==> config.mk <==
export PLATFORM = sky130hd
export DESIGN_NAME = lif_spike_meter
export DESIGN_NICKNAME = d
export VERILOG_FILES = /design/src/rtl/lif_spike_meter.sv
export SDC_FILE = /design/constraint.sdc
export NUM_CORES = 1
export LEC_CHECK = 0
export CAP_MARGIN = 20
export CORE_MARGIN = 2
export CORE_UTILIZATION = 59
export CTS_BUF_LIST = sky130_fd_sc_hd__clkbuf_4
export DETAILED_ROUTE_END_ITERATION = 12
export GPL_TIMING_DRIVEN = 0
export PLACE_DENSITY = 0.83
export SLEW_MARGIN = 30
export SYNTH_ARGS = -nofsm -noshare
export SYNTH_HDL_FRONTEND = slang
export SYNTH_SLANG_ARGS = --single-unit
==> constraint.sdc <==
create_clock -name clk -period 2.5 [get_ports clk]
set_clock_uncertainty 0.2 [all_clocks]
set_input_delay 0.25 -clock clk [delete_from_list [all_inputs] [get_ports clk]]
set_output_delay 0.25 -clock clk [all_outputs]
set_load 0.005 [all_outputs]
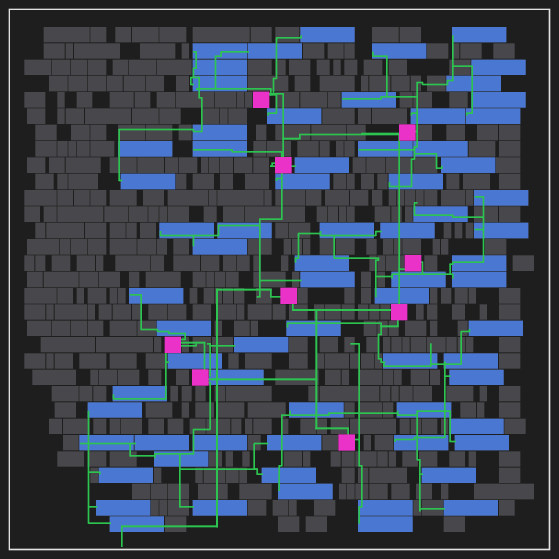
Fig. 1. Clock wires, drivers and flops.
(6 px per um)
legend:
  clock wires:
    color: green
    length: 908 um
  cells driving clock nets:
    color: magenta
    count: 9
  flip-flops:
    color: blue
    count: 70
flops lie: all over the die
Clock power frac: 30.5%
Clock Latency Late Sink: 0.43 ns

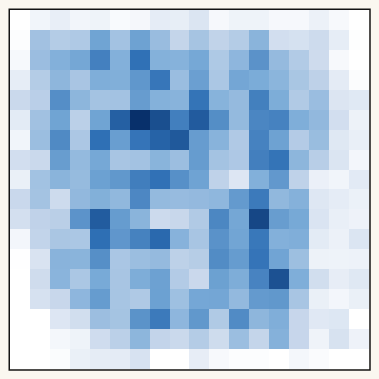
Fig. 2. Signal metal coverage by tile.
(4 px per um) The die is cut into 18 by 18 equal tiles; white is low, dark blue is high, scaled to the fullest tile. Values are wire area over tile area, all layers added.
mean over tiles: 0.25
tiles over half the peak: 26%
emptiest ninth of the die: lower left
fullest tile: 0.73
nearly empty tiles: 7.1%
GRT Util Overall: 30.2%
total length of routed wires: 12.4 mm
post-DR wirelength/cell: 19.2 um
total vias in the final route: 4149

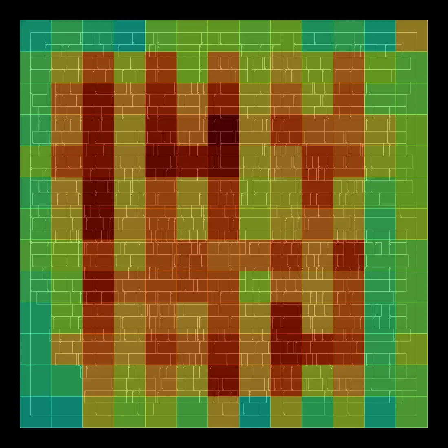
Fig. 3. Congestion heat map.
Most Used Layer, Global Route: met2
Global Route met1 Usage: 36.1%
Final Core Density: 80.3%
GR Util met2: 53.4%
met3 layer usage reported by global route: 5.28%

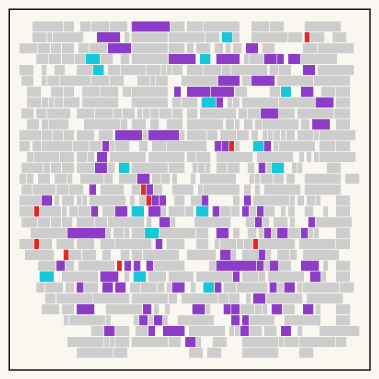
Fig. 4. Gate families picked out.
(4 px per um)
legend:
  inverting AOI/OAI gates:
    color: purple
    cells: 90
    most_used: a21oi_1
  inverters:
    color: red
    cells: 9
    most_used: inv_1
  AND-OR and OR-AND gates:
    color: cyan
    cells: 15
    most_used: a21o_1
multi-input gate share of the layout cell area: 50.7%
most common cell after layout, fill and taps aside: sky130_fd_sc_hd__dfrtp_1
non-filler instance count after layout: 645

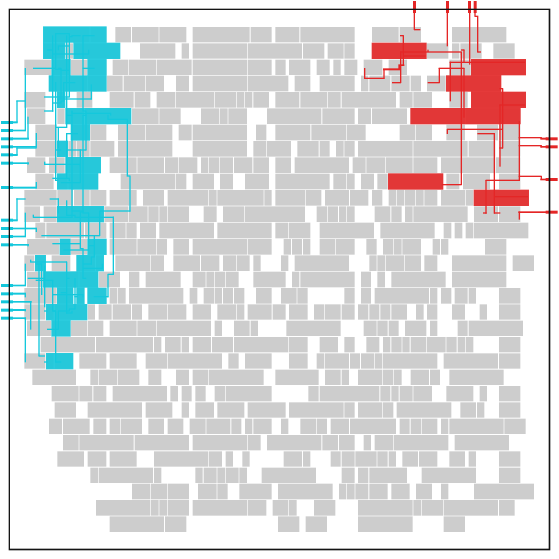
Fig. 5. I/O nets highlighted.
(6 px per um)
legend:
  rate_out:
    color: red
    bits: 8
    direction: output
    edge: 4 top, 4 right
    end_cells: 8
    wire: 224 um
  win_len:
    color: cyan
    bits: 16
    direction: input
    edge: left
    end_cells: 33
    wire: 505 um
Boundary Pins: 48
Port Buffer Count: 47

==> results.env <==
DETAILED_ROUTING_ITERATIONS_PASS_1=7
WORSTPATHARRIVAL_NS=3.10
ROUTE.MET2.WL_MM=6.38
WARNING_COUNT=29
SYNTHCELLS=457
ROUTE.ANTENNA.REMAINING_NETS=0
REG2REG_SETUP_SLACK_NS=-0.19
TOP_CELLS_BY_AREA='sky130_fd_sc_hd__dfrtp_1, sky130_fd_sc_hd__ha_1, sky130_fd_sc_hd__xnor2_1'
MET1_LENGTH_MM=4.79
ASYNC_RESET_FF_SHARE_PCT=100
PORTION_OF_THE_CLOCK_CYCLE_CONSUMED_BY_THE_WORST_PATH_IN_THE_FINAL_LAYOUT_PCT=118
MUXSHAREOFSYNTHAREA_PCT=0.720
TOP_LOGIC_KIND='simple AND/OR/NAND/NOR gates'
CTS_HOLD_BUF=1
YS_TOP_CELLS_BY_COUNT='sky130_fd_sc_hd__dfrtp_1, sky130_fd_sc_hd__nand2_1, sky130_fd_sc_hd__nor2_1'
REG2REGPATHDEPTH=8
ROUTED-WL-MET3_UM=756
LOGIC_AREA_SQ_MM=0.00292
POST-ROUTE-CELL-AREA_SQ_MM=0.00576
TOTAL_CORE_AREA_SQ_MM=0.00718
CP_MAX_FO=5
SETUP_TOTAL_NEGATIVE_SLACK_NS=-11.92
SYNTH_SEQ_SHARE_PCT=40.3
SYNTH.YOSYS.NUM_CELLS=457
AVG_VIAS_PER_CELL=6.43
YOSYS_WARNINGS=0
SYN_AREA_PER_CELL_SQ_UM=9.50
SETUP_VIOLATING_ENDPOINT_COUNT_IN_THE_FINAL_REPORT=35
WORST_SETUP_PATH_END_KIND='flip-flop'
IR_DROP_uV=189
MAX-SLEW-MARGIN-REL_PCT=47.1
HTREEDEPTH=3
TRITONCTS.NUM_BUFFERS=9
TRITONCTS_SINKS=70
POWER_DENSITY_mW_PER_MM2=368
SETUP.WORST_PATH.CLASS='in -> reg'
YOSYS.STAT.CHIPAREA_SQ_MM=0.00434
CTS_POST_SETUP_BUFFERS_INSERTED=16
SYNTH.LIB_CELLS_USED.DISTINCT=72
FINAL_MAX_SLEW_VIOL_COUNT=0
FAILED_CHECKS='setup timing'
STARTPOINT_TYPE='input port'
TOP_LAYER_USED='met4'
CHIP_AREA_SQ_MM=0.00806
LEAKAGE_nW=2.34
POST_SYNTH_AND_OR_NAND_NOR_AREA_FRACTION_PCT=25.9
DRV.MAX_CAP_VIOLATION_COUNT=0
CLK_PIN_SLEW_WORST_SETUP_HOLD_PATHS_NS=0.13
CORE.ROWCOUNT=31
YOSYS.CELL_COUNT.TOP_TYPE='sky130_fd_sc_hd__dfrtp_1'
CHIP_HEIGHT_UM=89.8
FINISH.NET_COUNT=582
FLOP_AREA_SQ_MM=0.00175
CRIT_REQUIRED_NS=2.65
PERIOD_MINUS_SLACK_NS=2.95
XOR_AREA_SHARE_PCT=7.26
SYNTHESIS.NETS=498
YOSYS_MOST_USED_DFF='sky130_fd_sc_hd__dfrtp_1'
TRITONCTS_CLOCK_TREE='done'
AREA_POST_PLACEMENT_SQ_MM=0.00501
HPWL_MM=7.81
CTS-ROOT-BUF='sky130_fd_sc_hd__clkbuf_4'
TOP_AREA_SHARE_PCT=40.3
YS_FF=70
ANTENNA_FOUND_INITIAL=0
INITIAL_UTILIZATION_PCT=60.5
POST_CTS_RESIZED=96
TIGHTEST_PIN_TRANSITION_NS=0.793
MAPPEDNETLISTAREA_SQ_MM=0.00434
GPL.FINAL_WEIGHTED_CONGESTION=0.908
GRT_PASS1_VIAS=4081
REMAINING_DRC_ERRORS=0
TIMING.FMAX_GHz=0.339
AOI_OAI_FAMILY_SHARE_OF_THE_SYNTHESIZED_AREA_PCT=17.4
AREA.GROWTH.SYNTH_TO_FINAL_PCT=32.7
LAYOUT_TOP_CELLS_EXCL_FILL_TAP='sky130_fd_sc_hd__dfrtp_1, sky130_fd_sc_hd__nand2_1, sky130_fd_sc_hd__nor2_1, sky130_fd_sc_hd__clkdlybuf4s50_1, sky130_fd_sc_hd__xnor2_1'
GRT_SETUP_UNREPAIRED='yes'
N_FILL_CELL=428
FIRST_ITER_VIOLATIONS=286
EDF_COUNT=0
DIE_WIDTH_UM=89.8
OUTCOME='finished, violations left'
OVERFLOW=0
TIMING.FINAL.WS_SETUP_NS=-0.452
SYNTHADDERAREAFRAC_PCT=5.76
GRT_PASS1_WL_MM=19.6
FINALHOLDVIOLATIONS=0
CLOCK_TREE.BUFFER_DEPTH=2
YOSYSTOPAREACELL='sky130_fd_sc_hd__dfrtp_1'
GRT_MAX_DEGREE=47
TIMING.HOLD.WORST.CLASS='in -> async'
LAYOUT-DRIVE-GT1-SHARE_PCT=24.7
ANTENNA-DIODE-COUNT=0
## kinds of logic after synthesis
kind of cell    Yosys count
xor+xnor                 36
fa+ha+maj                20
flops                    70
buf+inv                  28
compound gates          104
simple gates            196
mux                       3
## per-layer routing
metal,GRT usage (%),vias up
li1,-,1878
met1,36.1,2020
met2,53.4,206
met3,5.28,45
met4,13.3,0
met5,0,-
## where the power goes
group	switching [mW]	internal, mW
clock	0.436	0.212
combinational	0.178	0.127
sequential	0.0237	1.15
total	0.637	1.49
## through the flow
| step | setup slack [ns] | hold slack, ns | std cells | power (mW) |
|---|---|---|---|---|
| floorplan | -0.503 | -0.246 | 457 | 1.31 |
| global placement | -1.36 | 0.274 | 603 | 1.42 |
| detailed placement | -1.43 | -0.0218 | 604 | 1.43 |
| CTS | -0.336 | 0.0610 | 639 | 2.08 |
| global route | -0.505 | 0.0753 | 645 | 2.20 |
| finish | -0.452 | 0.0523 | 645 | 2.12 |
## critical path: stages
cell and delay [ns]:
sky130_fd_sc_hd__clkdlybuf4s50_1 0.51, sky130_fd_sc_hd__nor3_2 0.19, sky130_fd_sc_hd__nand3b_1 0.13, sky130_fd_sc_hd__xor2_1 0.18, sky130_fd_sc_hd__ha_1 0.33, sky130_fd_sc_hd__and3_4 0.19
sky130_fd_sc_hd__a221o_1 0.35, sky130_fd_sc_hd__a21oi_4 0.19, sky130_fd_sc_hd__nand4_1 0.15, sky130_fd_sc_hd__buf_6 0.18, sky130_fd_sc_hd__or3_1 0.36, sky130_fd_sc_hd__o21ai_1 0.09
## final cells by class
cell class	count	share of cell area [%]
multi-input combinational	360	50.7
sequential	70	30.4
timing repair buffer	72	12.6
tap	99	2.15
buffer	19	1.67
clock buffer	10	1.30
clock inverter	6	0.673
inverter	9	0.586
Power is estimated from default activity; no workload was simulated.
